Design delay_latency_ctrl, sky130hd; sources not shown.
Fig. 1: run 1, wires at chosen ports, followed through buffers
Drawn at 8 px/um.
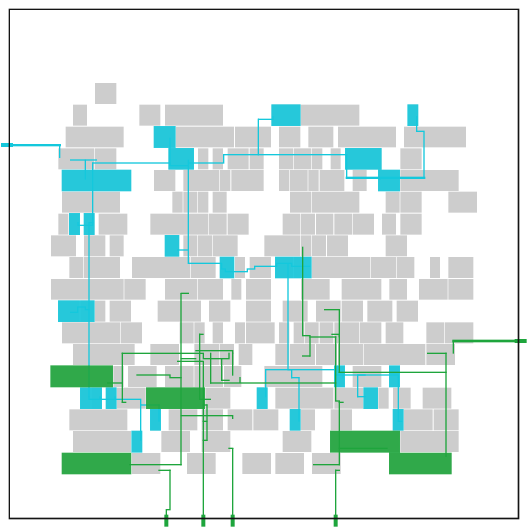
colour	port	direction	edge	end cells	buffers	wire
green	fifo_latency	output	4 bottom, 1 right	5	5	252 um
cyan	reset	input	left	26	2	214 um
IO buf count: 17
IO Count: 18

Fig. 2: run 1, register map, names as in the netlist
Drawn at 4 px/um. Other sequential cells in the stronger grey, the rest of the logic in the fainter grey.
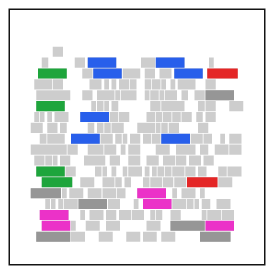
colour	netlist name	flops
green	r_div_cnt	4
magenta	r_pending	5
blue	r_flush_cnt	7
red	r_state	2
not coloured	6
Reg area: 494.2 um^2
Power Sequential: 0.000491 W

Fig. 3: run 1, cell classes on the final placement
Drawn at 4 px/um.
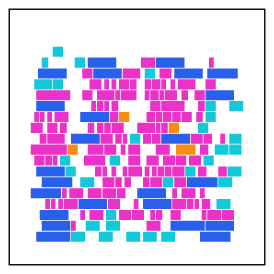
colour	class	cells	share of their area
orange	clock drivers and dummy loads	4	2.1%
blue	registers	24	29%
cyan	remaining buffers and delay cells	32	16%
magenta	remaining logic cells	129	53%
Core ar.: 2758 um^2
Finished Cell Area: 1748 um^2

Fig. 4: run 1, clock network drawn from the DEF
Drawn at 4 px/um.
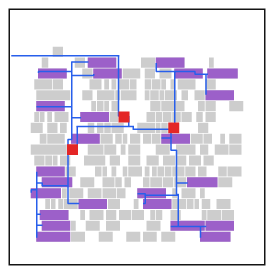
[blue] clock wires | length: 273 um
[purple] flip-flops | count: 24
[red] clock-net drivers | count: 3
routed clock nets	4
Late-Pin Clk Latency: 0.31 ns
reported clock group power: 0.000243 W
Clock Power Share: 27.7%

==> metrics.cfg <==
[global_routing]
grt_max_degree=26
grt_pass1_wl_um=5492
busiest_layer=met2
met2_usage_pct=26.90
met3_usage_pct=4.440
grt_pass1_vias=1189

[route]
vias=1243
drtIter0Drc=51
drt_pass1_iterations=4
drc=0
routed_wl_um=3171
wl_per_cell_um=14.41
vias_per_cell=5.650

[cells_and_area]
comb_cells=123
flops=24
nonClockInverterCount=6
seq_area_share_pct=28.27
buf_share_pct=15.89
clock_area_share_pct=2.076
comb_share_pct=50.25
buffers=32
area_growth_pct=24.73
final.clkbuf_count=4
final_layout_size_suffix_gt1_share_pct=20.11
layout.cells.non_filler=220

[synthesis]
top_cells_by_area=dfxtp_1 (34%), mux2i_1 (8.6%), xnor2_1 (6.3%), nor2_1 (5.1%), ha_1 (4.5%)
synth.avg_cell_area_um2=8.650
synth_cell_types=42
ys_sh_aoi_pct=16.52
syn_nets=176
ys_cells=162
simple_gate_area_share_pct=23.39
yosys.stat.chipArea_um2=1401
ys_top_logic_family=simple AND/OR/NAND/NOR gates
edf_count=0
xor_share_pct=7.500
ys_sh_mux_pct=9.375
synth.most_common_cell=dfxtp_1
ys.flops=24
common_cells=dfxtp_1 (24), nor2_1 (19), mux2i_1 (12), nand3_1 (12)
top_area_share_pct=34.29
yosysWarnings=0

[status]
status=complete, no violations

[flow_run]
drv_cap=0

[final_timing]
setup_ws_ns=0.04051
finalCritPeriodShare_pct=98.04
setup_viol=0
period_minus_slack_ns=2.029
worst_pin_slew_ns=0.4492
slew_violations=0
slew_headroom_pct=69.99

[clock_network]
cts.clk_slew.worst_paths_ns=0.13
post_cts_resized=12
cts_tree=built
htreeDepth=1
cts_hold_buf=0
post_cts_buffers=0
cts-root-buf=clkbuf_4
cts_buffers=3

[die]
taps=31
die_w_um=63.48
core.rowCount=19
fp-utilization_pct=50.82
die_area_um2=4029
die_y_um=63.48

[worst_hold_path]
hold_path.class=register to register
hold_depth=2

[worst_setup_path]
cp.arrival_ns=2.04
path_cells=buf_4 -> nor2b_1 -> nand2_1 -> nand2_1 -> ha_2 -> nand3_1 -> xnor2_1 -> a22oi_1 -> a211oi_2
crit_path_end_kind=register
setup.worst_path.start_class=register
critPathSlowestCell=dfxtp_2
cp_common_cell=nand2_1
crit_type=register to register
slowest_delay_ns=0.36
crit_family=simple AND/OR/NAND/NOR gates
cp_num_buf_inv=1
worstPathRequired_ns=2.08

[power]
sw_frac_of_total_pct=25.15
seqPwrFrac_pct=55.9
p_int_w=0.0006578
p_comb_share_pct=16.5
vdd_drop_max_uv=429.2

[place]
globalplace.congestion=0.8841
dp_cells=215
placedInstanceArea_um2=1675

run 1: tightest hold or removal path, stage by stage, from the launching register on:
cell and delay, ns:
dfxtp_1 0.34, o21ai_0 0.07, o22ai_1 0.07
run 1: through the flow:
step                 power, W  hold slack (ns)  util (%)
finish              0.0008788           0.3156     63.38
CTS                 0.0008873           0.3126     62.07
global route        0.0009375           0.3280     63.38
floorplan           0.0005895           0.2570         -
global placement    0.0006416           0.2811     60.75
detailed placement  0.0006473           0.2956     60.75
run 1: kinds of logic (layout without fill, tap and decap cells):
kind of cell | after synthesis | in the layout
AND-OR/OR-AND | 32 | 32
XOR/XNOR | 12 | 12
adder cells (fa/ha/maj) | 5 | 5
buffers and inverters | 15 | 42
flip-flops | 24 | 24
multiplexers | 13 | 13
AND/OR/NAND/NOR | 61 | 61
run 1: power groups by stage:
stage	clock, W	sequential [W]	combinational [W]
after global routing	0.000282	0.000494	0.000161
after CTS	0.000251	0.000493	0.000143
final	0.000243	0.000491	0.000145
after global placement	0	0.000502	0.000139
after detailed placement	0	0.000503	0.000144
after floorplan	0	0.000499	0.0000908
run 1: placed cells by master (no fill, tap or decap), types with 2 or more instances in the layout:
cell             instances
nor2_1                  19
a21oi_1                  7
a31oi_1                  2
a22oi_1                  2
dfxtp_2                  5
nand2_1                 10
a211oi_1                 2
nand2b_1                 6
dfxtp_1                 17
o21bai_1                 2
a32oi_1                  2
and4_1                   2
o21ai_0                  3
xnor2_1                 10
inv_1                    4
inv_2                    2
nand3_1                 12
clkbuf_4                 3
nor2b_1                  2
ha_1                     3
nor3_1                   2
nor3b_1                  2
xor2_1                   2
mux2i_1                 12
buf_4                   15
dlygate4sd2_1            2
dfxtp_4                  2
o31ai_1                  2
clkdlybuf4s50_1         13
Power and IR drop assume default switching activity.
